Fig. 1: run 1, cells coloured by class
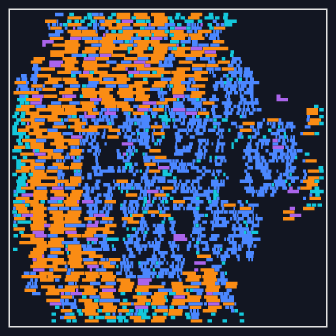
Fig. 2: run 1, clock routing
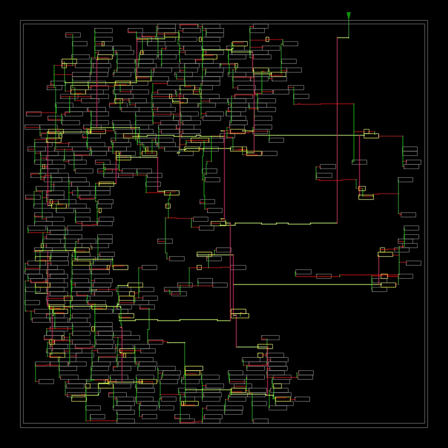
Fig. 3: run 1, clock network drawn from the DEF
The bar under the picture is 100 um long.
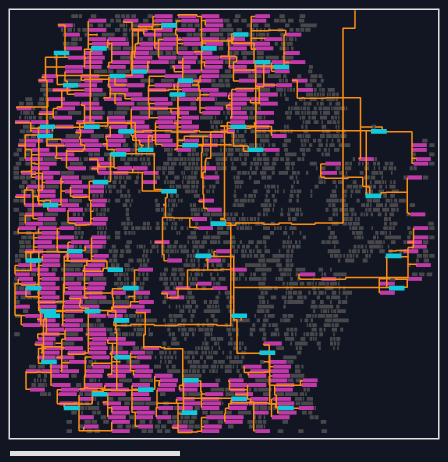
[src/rtl/leaf_sw_pkg.sv]
// Shared constants and route decode for the leaf-level router stage.
// Flit layout: [15:12] group, [11:10] leaf, [9:0] payload.
package leaf_sw_pkg;
  localparam int DATA_W   = 16;
  localparam int HEADER_W = 6;
  localparam int GRP_MSB  = DATA_W - 1;
  localparam int GRP_LSB  = DATA_W - 4;
  localparam int LEAF_MSB = DATA_W - 5;
  localparam int LEAF_LSB = DATA_W - HEADER_W;
  localparam int NUM_IN   = 5;

  localparam logic [2:0] LOC0 = 3'd0;
  localparam logic [2:0] LOC1 = 3'd1;
  localparam logic [2:0] LOC2 = 3'd2;
  localparam logic [2:0] LOC3 = 3'd3;
  localparam logic [2:0] UP   = 3'd4;
  localparam logic [2:0] DROP = 3'd7;

  // Header 0 is invalid; own group goes to a leaf port, anything else leaves via uplink.
  function automatic logic [2:0] route(input logic [HEADER_W-1:0] hdr, input logic [3:0] grp);
    if (hdr == '0)
      return DROP;
    else if (hdr[HEADER_W-1 -: 4] == grp)
      return {1'b0, hdr[1:0]};
    else
      return UP;
  endfunction
endpackage

[src/rtl/leaf_sw_fifo.sv]
// Per-input synchronous FIFO; ready is held back one slot early so a
// sender reacting a cycle late never overruns it.
module leaf_sw_fifo #(
  parameter int W     = 16,
  parameter int DEPTH = 4
) (
  input  logic                     clk,
  input  logic                     reset,
  input  logic                     wr_valid,
  input  logic [W-1:0]             wr_data,
  input  logic                     pop,
  output logic [W-1:0]             head,
  output logic [$clog2(DEPTH):0]   count,
  output logic                     full,
  output logic                     empty,
  output logic                     ready
);
  localparam int AW = $clog2(DEPTH);

  logic [W-1:0]  mem [DEPTH];
  logic [AW-1:0] wr_ptr, rd_ptr;
  logic          wr, rd;

  assign full  = (count == (AW+1)'(DEPTH));
  assign empty = (count == '0);
  assign ready = !reset && (count <= (AW+1)'(DEPTH - 2));
  assign wr    = wr_valid && !full;
  assign rd    = pop && !empty;
  assign head  = mem[rd_ptr];

  always_ff @(posedge clk)
    if (wr) mem[wr_ptr] <= wr_data;

  always_ff @(posedge clk or posedge reset) begin
    if (reset) begin
      wr_ptr <= '0;
      rd_ptr <= '0;
      count  <= '0;
    end else begin
      if (wr) wr_ptr <= wr_ptr + 1'b1;
      if (rd) rd_ptr <= rd_ptr + 1'b1;
      if (wr && !rd)      count <= count + 1'b1;
      else if (!wr && rd) count <= count - 1'b1;
    end
  end
endmodule

[src/rtl/leaf_switch.sv]
// Leaf router: 4 local ports + uplink, per-input FIFOs, per-output round-robin.
// Build with LEAF_SW_STATS_EN to add the saturating drop_cnt output.
module leaf_switch
  import leaf_sw_pkg::*;
#(
  parameter logic [3:0] GROUP_ID   = 4'd2,
  parameter int         FIFO_DEPTH = 4
) (
  input  logic                  clk,
  input  logic                  reset,
  input  logic [4*DATA_W-1:0]   loc_in_data,
  input  logic [3:0]            loc_in_valid,
  output logic [3:0]            loc_in_ready,
  output logic [4*DATA_W-1:0]   loc_out_data,
  output logic [3:0]            loc_out_valid,
  input  logic [DATA_W-1:0]     up_in_data,
  input  logic                  up_in_valid,
  output logic                  up_in_ready,
  output logic [DATA_W-1:0]     up_out_data,
  output logic                  up_out_valid,
  input  logic                  up_out_ready
`ifdef LEAF_SW_STATS_EN
  , output logic [7:0]          drop_cnt
`endif
);
  localparam int CW = $clog2(FIFO_DEPTH) + 1;

  logic [NUM_IN-1:0][DATA_W-1:0] in_data, head;
  logic [NUM_IN-1:0][CW-1:0]     count;
  logic [NUM_IN-1:0]             in_valid, in_rdy, empty, full, pop, drop;
  logic [NUM_IN-1:0][2:0]        dest, ptr;
  logic [NUM_IN-1:0][NUM_IN-1:0] req;
  logic [NUM_IN-1:0][3:0]        pick;
  logic                          up_can;
  logic                          unused_count;

  assign in_valid     = {up_in_valid, loc_in_valid};
  assign loc_in_ready = in_rdy[3:0];
  assign up_in_ready  = in_rdy[4];
  assign up_can       = !up_out_valid || up_out_ready;
  assign unused_count = ^count;

  for (genvar i = 0; i < NUM_IN; i++) begin : g_in
    if (i < 4) begin : g_loc
      assign in_data[i] = loc_in_data[i*DATA_W +: DATA_W];
    end else begin : g_up
      assign in_data[i] = up_in_data;
    end
    leaf_sw_fifo #(.W(DATA_W), .DEPTH(FIFO_DEPTH)) u_fifo (
      .clk(clk), .reset(reset),
      .wr_valid(in_valid[i]), .wr_data(in_data[i]), .pop(pop[i]),
      .head(head[i]), .count(count[i]), .full(full[i]), .empty(empty[i]), .ready(in_rdy[i])
    );
  end

  // Returns {found, index}: first requester at or after ptr, wrapping mod NUM_IN.
  function automatic logic [3:0] rr_pick(input logic [NUM_IN-1:0] r, input logic [2:0] p);
    logic [3:0] sum;
    logic [2:0] idx;
    logic [3:0] res;
    res = '0;
    for (int k = NUM_IN-1; k >= 0; k--) begin
      sum = {1'b0, p} + 4'(k);
      idx = (sum >= 4'(NUM_IN)) ? 3'(sum - 4'(NUM_IN)) : sum[2:0];
      if (r[idx]) res = {1'b1, idx};
    end
    return res;
  endfunction

  always_comb begin
    req  = '0;
    drop = '0;
    for (int i = 0; i < NUM_IN; i++) begin
      dest[i] = route(head[i][DATA_W-1 -: HEADER_W], GROUP_ID);
      if (i == int'(UP) && dest[i] == UP) dest[i] = DROP;
      drop[i] = !empty[i] && (dest[i] == DROP);
      for (int o = 0; o < NUM_IN; o++)
        req[o][i] = !empty[i] && (dest[i] == 3'(o));
    end
    if (!up_can) req[UP] = '0;
    pop = drop;
    for (int o = 0; o < NUM_IN; o++) begin
      pick[o] = rr_pick(req[o], ptr[o]);
      if (pick[o][3]) pop[pick[o][2:0]] = 1'b1;
    end
  end

  always_ff @(posedge clk or posedge reset) begin
    if (reset) begin
      ptr           <= '0;
      loc_out_valid <= '0;
      loc_out_data  <= '0;
      up_out_valid  <= 1'b0;
      up_out_data   <= '0;
    end else begin
      for (int o = 0; o < NUM_IN; o++)
        if (pick[o][3]) ptr[o] <= (pick[o][2:0] == UP) ? 3'd0 : pick[o][2:0] + 3'd1;
      for (int p = 0; p < 4; p++) begin
        loc_out_valid[p] <= pick[p][3];
        if (pick[p][3]) loc_out_data[p*DATA_W +: DATA_W] <= head[pick[p][2:0]];
      end
      // Uplink grants only happen when the output register can take a new flit.
      if (pick[UP][3]) begin
        up_out_valid <= 1'b1;
        up_out_data  <= head[pick[UP][2:0]];
      end else if (up_out_ready) begin
        up_out_valid <= 1'b0;
      end
    end
  end

`ifdef LEAF_SW_STATS_EN
  logic [NUM_IN-1:0] ovf;
  logic [3:0]        n_drop;
  logic [8:0]        cnt_sum;

  assign ovf = in_valid & full;

  always_comb begin
    n_drop = '0;
    for (int i = 0; i < NUM_IN; i++)
      n_drop = n_drop + 4'(drop[i]) + 4'(ovf[i]);
    cnt_sum = {1'b0, drop_cnt} + 9'(n_drop);
  end

  always_ff @(posedge clk or posedge reset) begin
    if (reset)              drop_cnt <= '0;
    else if (cnt_sum[8])    drop_cnt <= 8'hFF;
    else                    drop_cnt <= cnt_sum[7:0];
  end
`endif
endmodule
[config.mk]
export PLATFORM = sky130hd
export DESIGN_NAME = leaf_switch
export DESIGN_NICKNAME = d
export VERILOG_FILES = /design/src/rtl/leaf_sw_pkg.sv /design/src/rtl/leaf_sw_fifo.sv /design/src/rtl/leaf_switch.sv
export SDC_FILE = /design/constraint.sdc
export NUM_CORES = 1
export LEC_CHECK = 0
export CAP_MARGIN = 25
export CORE_MARGIN = 1.5
export CORE_UTILIZATION = 40
export CTS_CLUSTER_SIZE = 24
export DETAILED_ROUTE_END_ITERATION = 10
export GPL_TIMING_DRIVEN = 0
export PLACE_DENSITY = 0.69
export SLEW_MARGIN = 0
export SYNTH_ARGS = -nofsm -noshare
export SYNTH_HDL_FRONTEND = slang
export SYNTH_SLANG_ARGS = --single-unit
[constraint.sdc]
create_clock -name clk -period 5.45 [get_ports clk]
set_input_delay 1.09 -clock clk [delete_from_list [all_inputs] [get_ports clk]]
set_output_delay 1.09 -clock clk [all_outputs]
set_load 0.03 [all_outputs]
==> results.txt, run 1 <==
Status = complete, no violations
Mux frac, synth = 0.116
Worst hold path stage count = 1
Endpoint of the worst register-to-register path = g_in[0].u_fifo.count[2]
Critical Path, Cell by Cell = buf_6, mux4_2, or4_1, buf_2, or3_4, o32ai_4, a2111oi_4, o31ai_4, inv_2, o21ai_2, o311ai_2, or3_4, inv_2, ha_1, inv_1, fa_1, xor2_1, nor2_1, xor2_1
Sink of the worst hold path = loc_out_data[45]
Final Max-Slew Violation Tally = 0
Simple-gate portion of the synthesized area = 0.116
Beginning of the critical path = g_in[3].u_fifo.rd_ptr[0]
Post-synthesis net count = 2,190
Number of max-cap violations = 0
Cell depth of the worst flop-to-flop path = 19
Maximum number of pins on one net before global-route repair = 77
Share of Yosys cell area claimed by the top area cell type = 0.386
Worst setup endpoint = g_in[0].u_fifo.count[2]
Post-synth seq share = 0.522
Worst Slack Setup Final = 0.121 ns
Proportion of synthesized flip-flops having asynchronous set or reset = 0.297
Critical hold path startpoint = loc_out_data[45]
Number of nets in the layout = 2,465
Number of failing hold endpoints at the final stage = 0
Via/cell ratio = 5.98
Grt total ovfl = 0
Largest stage delay on the critical path = 0.63 ns
Post-synthesis cell count from yosys = 2,016
Synth warn = 0
Via count = 18,956
Count of H-tree levels built during CTS = 2
Non-clock buffers = 323
Instance area at placement = 27,800 um^2
Summed standard-cell area reported by yosys = 24,900 um^2
IO buf count = 177
CTS Buffer Depth = 3
Post-route antenna net violation count = 0
Non-clock inverter total of the final layout = 90
Number of global-route vias before repair = 18,538
GRT met2 Usage = 0.392
Post-route setup TNS = 0 ns
Clock tree from TritonCTS = done
Top cells, area = edfxtp_1 (39%), dfrtp_1 (14%), mux4_2 (6.9%)
Top cell types by occurrence after synthesis = edfxtp_1 (320), dfrtp_1 (135), nor2_1 (100)
Critical path start-end classification = reg -> reg
Wire length of the first global-routing pass = 116 mm
Top logic cell family in the synthesized netlist = AND-OR/OR-AND gates
Notes on Fig. 1 above:
colour	class	cells
purple	clock drivers and dummy loads	94
orange	registers	455
blue	remaining logic cells	1,461
cyan	remaining buffers and delay cells	323
proportion of cell area occupied by registers: 0.428
Final Core Density: 0.493
Layout Cell Area excl Fill: 30,400 um^2
Placeable Area: 61,600 um^2
Cell Rows: 91

Notes on Fig. 2 above:
CTS sink count: 455
layout clock buffer count: 67
number of CTS-inserted buffers: 50
Setup Skew: 0.0281 ns

Notes on Fig. 3 above:
[magenta] flip-flops | count: 455
[cyan] clock-net drivers | count: 50
[orange] clock wires | length: 5,620 um
routed clock nets	51
clock latency at the later pin of the worst-skew pair: 0.61 ns

==> run 1: registers in the layout, summed over array words and instances (netlist names) <==
name,count
loc_out_data,64
g_in.u_fifo.wr_ptr,10
loc_out_valid,4
g_in.u_fifo.rd_ptr,10
ptr,15
g_in.u_fifo.count,15
up_out_data,16
g_in.u_fifo.mem,320
up_out_valid,1
==> run 1: what timing repair did <==
item,CTS,global route
endpoints found under the setup margin,30,11
buffers inserted,9,30
gates resized,58,68
pin swaps,11,17
==> run 1: critical path, delay by kind of cell, from the launching register on <==
family                     cells  cell delay (ns)
and+or+nand+nor                4             1.50
AOI/OAI and AO/OA              5             1.20
buffers and inverters          5             0.69
muxes                          1             0.63
adders and majority gates      2             0.56
DFF                            1             0.34
xor gates and xnor gates       2             0.31
==> inputs of run 2 (changes only) <==
CORE_ASPECT_RATIO = 1.25   (was not set)
==> results.txt, run 2 <==
Worst Slack Setup Final = 0.117 ns (-0.00394 ns)
Beginning of the critical path = g_in[1].u_fifo.rd_ptr[0]
Final Core Density = 0.489 (-0.00424)
Status = complete, no violations
Post-synthesis net count = 2,190 (unchanged)
Cell Rows = 102 (+12%)
Largest stage delay on the critical path = 0.60 ns (-0.03 ns)
Post-route antenna net violation count = 0 (unchanged)
GRT met2 Usage = 0.417 (+0.0254)
Critical hold path startpoint = loc_out_data[29]
Layout clock buffer count = 61 (-9.0%)
Number of global-route vias before repair = 18,767 (+1.2%)
Maximum number of pins on one net before global-route repair = 78 (+1.3%)
Critical path start-end classification = reg -> reg
IO buf count = 177 (unchanged)
Proportion of synthesized flip-flops having asynchronous set or reset = 0.297 (unchanged)
Worst hold path stage count = 1 (unchanged)
Largest delay share family, worst path = simple AND/OR/NAND/NOR gates
Clock tree from TritonCTS = done
Most flops, register = g_in.u_fifo.mem
Post-synthesis cell count from yosys = 2,016 (unchanged)
Number of failing hold endpoints at the final stage = 0 (unchanged)
WP depth = 15 (-4)
Top cells, area = edfxtp_1 (39%), dfrtp_1 (14%), mux4_2 (6.9%)
Max reg flops = 320 (unchanged)
Share of Yosys cell area claimed by the top area cell type = 0.386 (unchanged)
Critical Path, Cell by Cell = mux4_2, or3_1, or4b_4, buf_2, o311a_1, a21bo_2, mux2i_1, o31ai_4, nor4_2, or3_4, inv_2, ha_1, inv_1, fa_1, mux2_2
Non-clock buffers = 321 (-0.62%)
Count of H-tree levels built during CTS = 2 (unchanged)
Non-clock inverter total of the final layout = 90 (unchanged)
Top cell types by occurrence after synthesis = edfxtp_1 (320), dfrtp_1 (135), nor2_1 (100)
Number of nets in the layout = 2,459 (-0.24%)
Grt total ovfl = 0 (unchanged)
Worst setup endpoint = g_in[0].u_fifo.count[1]
Synth warn = 0 (unchanged)
==> run 2: cell counts after synthesis <==
No cell type changed its count.
==> run 2: per-stage QoR <==
stage | cell area, um^2 | instances
2_1_floorplan | 24900 | 2016
3_3_place_gp | 27700 | 3025
3_5_place_dp | 27800 | 3034
4_1_cts | 29700 | 3135
5_1_grt | 30200 | 3154
6_report | 30200 | 3156
==> run 2: timing repair <==
action                                  CTS  global route
endpoints found under the setup margin   30            10
pin swaps                                13            17
setup buffers                            17            21
gates resized                            59            77
==> run 2: cells by family after synthesis <==
family,after synthesis,share of synthesized area
simple gates,520,0.116
compound gates,528,0.152
flops,455,0.522
buf+inv,190,0.0314
mux,188,0.116
xor+xnor,49,0.0172
fa+ha+maj,86,0.0462
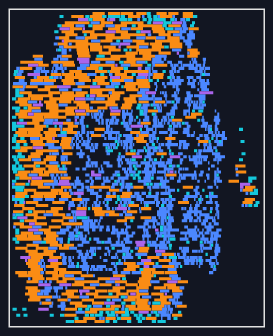
Fig. 4. Cells coloured by class (run 2).
colour	class	cells
cyan	remaining buffers and delay cells	321
purple	clock drivers and dummy loads	85
blue	remaining logic cells	1,461
orange	registers	455

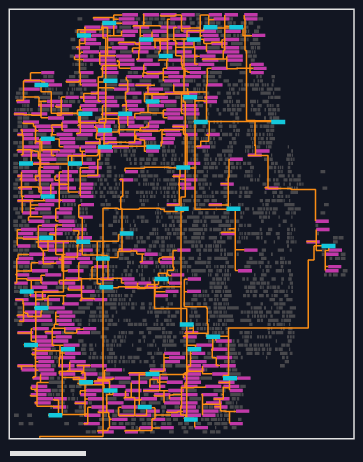
Fig. 5. Clock network drawn from the DEF (run 2).
The bar under the picture is 50 um long.
Setup Skew: 0.0169 ns
clock latency at the later pin of the worst-skew pair: 0.59 ns

==> inputs of run 3 (changes only) <==
ABC_AREA = 1   (was not set)
==> results.txt, run 3 <==
Simple-gate portion of the synthesized area = 0.240 (+0.124)
Instance area at placement = 28,300 um^2 (+1.8%)
Setup bufs post-CTS = 0 (-17)
Non-clock buffers = 300 (-6.5%)
Worst hold path stage count = 1 (unchanged)
Mux frac, synth = 0.00308 (-0.113)
Clock tree from TritonCTS = done
Number of failing hold endpoints at the final stage = 0 (unchanged)
Area share of and-or/or-and cells after synthesis = 0.102 (-0.0495)
Proportion of synthesized flip-flops having asynchronous set or reset = 0.297 (unchanged)
Post-route antenna net violation count = 0 (unchanged)
Number of global-route vias before repair = 19,782 (+5.4%)
Largest delay share family, worst path = adder cells
Count of H-tree levels built during CTS = 2 (unchanged)
Post-synthesis cell count from yosys = 2,856 (+42%)
Setup Skew = 0.0410 ns (+0.0241 ns)
Final cell count without fillers = 3,973 (+26%)
Worst setup endpoint = g_in[2].u_fifo.count[2]
Share of Yosys cell area claimed by the top area cell type = 0.382 (-0.00426)
Status = complete, no violations
Top cells, area = edfxtp_1 (38%), dfrtp_1 (13%), nand2_1 (12%)
Non-clock inverter total of the final layout = 322 (+260%)
Maximum number of pins on one net before global-route repair = 39 (-50%)
IO buf count = 177 (unchanged)
Number of nets in the layout = 3,276 (+33%)
Yosys adder share = 0.0457 (-0.000510)
Largest stage delay on the critical path = 0.44 ns (-0.16 ns)
Total instance count after detailed placement = 3,883 (+28%)
Beginning of the critical path = ptr[6]
Final Core Density = 0.482 (-0.00635)
Synth warn = 0 (unchanged)
GRT met2 Usage = 0.383 (-0.0336)
Critical hold path startpoint = loc_out_data[29]
Post-synthesis net count = 3,030 (+38%)
Layout clock buffer count = 53 (-13%)
Critical path start-end classification = reg -> reg
Max reg flops = 320 (unchanged)
Grt total ovfl = 0 (unchanged)
## run 3: cell types whose count changed in the layout (fill, tap and decap cells not counted), sizes merged, moves of 43 or more
| cell | before | now |
|---|---|---|
| nor2 | 102 | 240 |
| inv | 89 | 323 |
| mux2i | 73 | 1 |
| o21ai | 97 | 160 |
| nand2 | 97 | 841 |
| and2 | 46 | 1 |
| nand2b | 43 | 0 |
| mux4 | 76 | 0 |
| nand3 | 21 | 226 |
## run 3: timing repair
item	in CTS	in global routing
endpoints found under the hold margin	0	0
setup endpoints to repair	0	3
resized	0	3
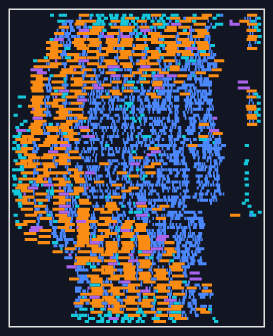
Fig. 6. Cells coloured by class (run 3).
colour	class	cells
blue	remaining logic cells	2,298
orange	registers	455
purple	clock drivers and dummy loads	88
cyan	remaining buffers and delay cells	300
Layout Cell Area excl Fill: 30,000 um^2
Cell Rows: 102
proportion of cell area occupied by registers: 0.433

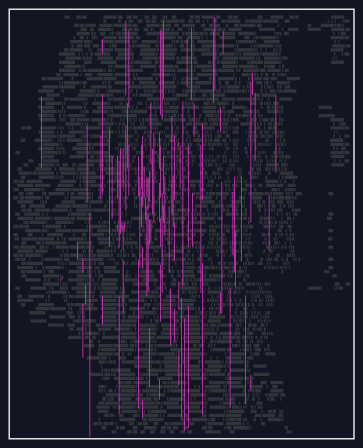
Fig. 7. The metal 4 layer (run 3).
Cells faint in the background.
share of all routed wire	5.7%
longest straight run	148 um
main direction	vertical
total wire length: 74.0 mm
via count: 20,665


## Gallery

Wiring heat map.
image #1
23 x 28 tiles, from dark blue (low) to red (high), scaled to the fullest tile. Values are wire area over tile area, all layers added.
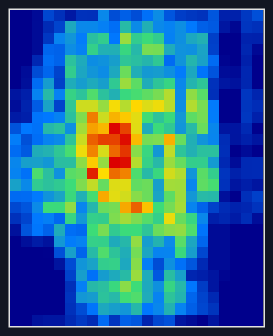
image #2
25 x 25 tiles, from dark blue (low) to red (high), scaled to the fullest tile. Values are wire area over tile area, all layers added.
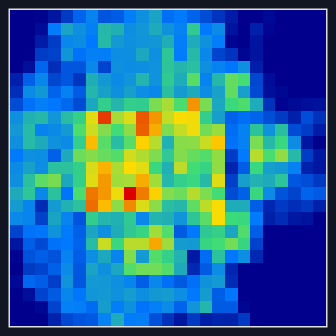
image #3
23 x 28 tiles, from dark blue (low) to red (high), scaled to the fullest tile. Values are wire area over tile area, all layers added.
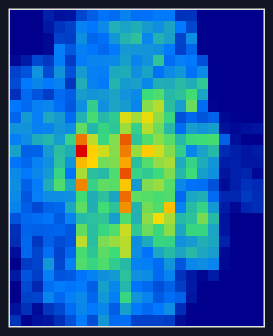
- run 1 = image #2
- run 3 = image #1
- run 2 = image #3

Key to image #3:
tiles over half the peak	13%
nearly empty tiles	19%
densest ninth of the die	centre
fullest tile	0.79
mean over tiles	0.21

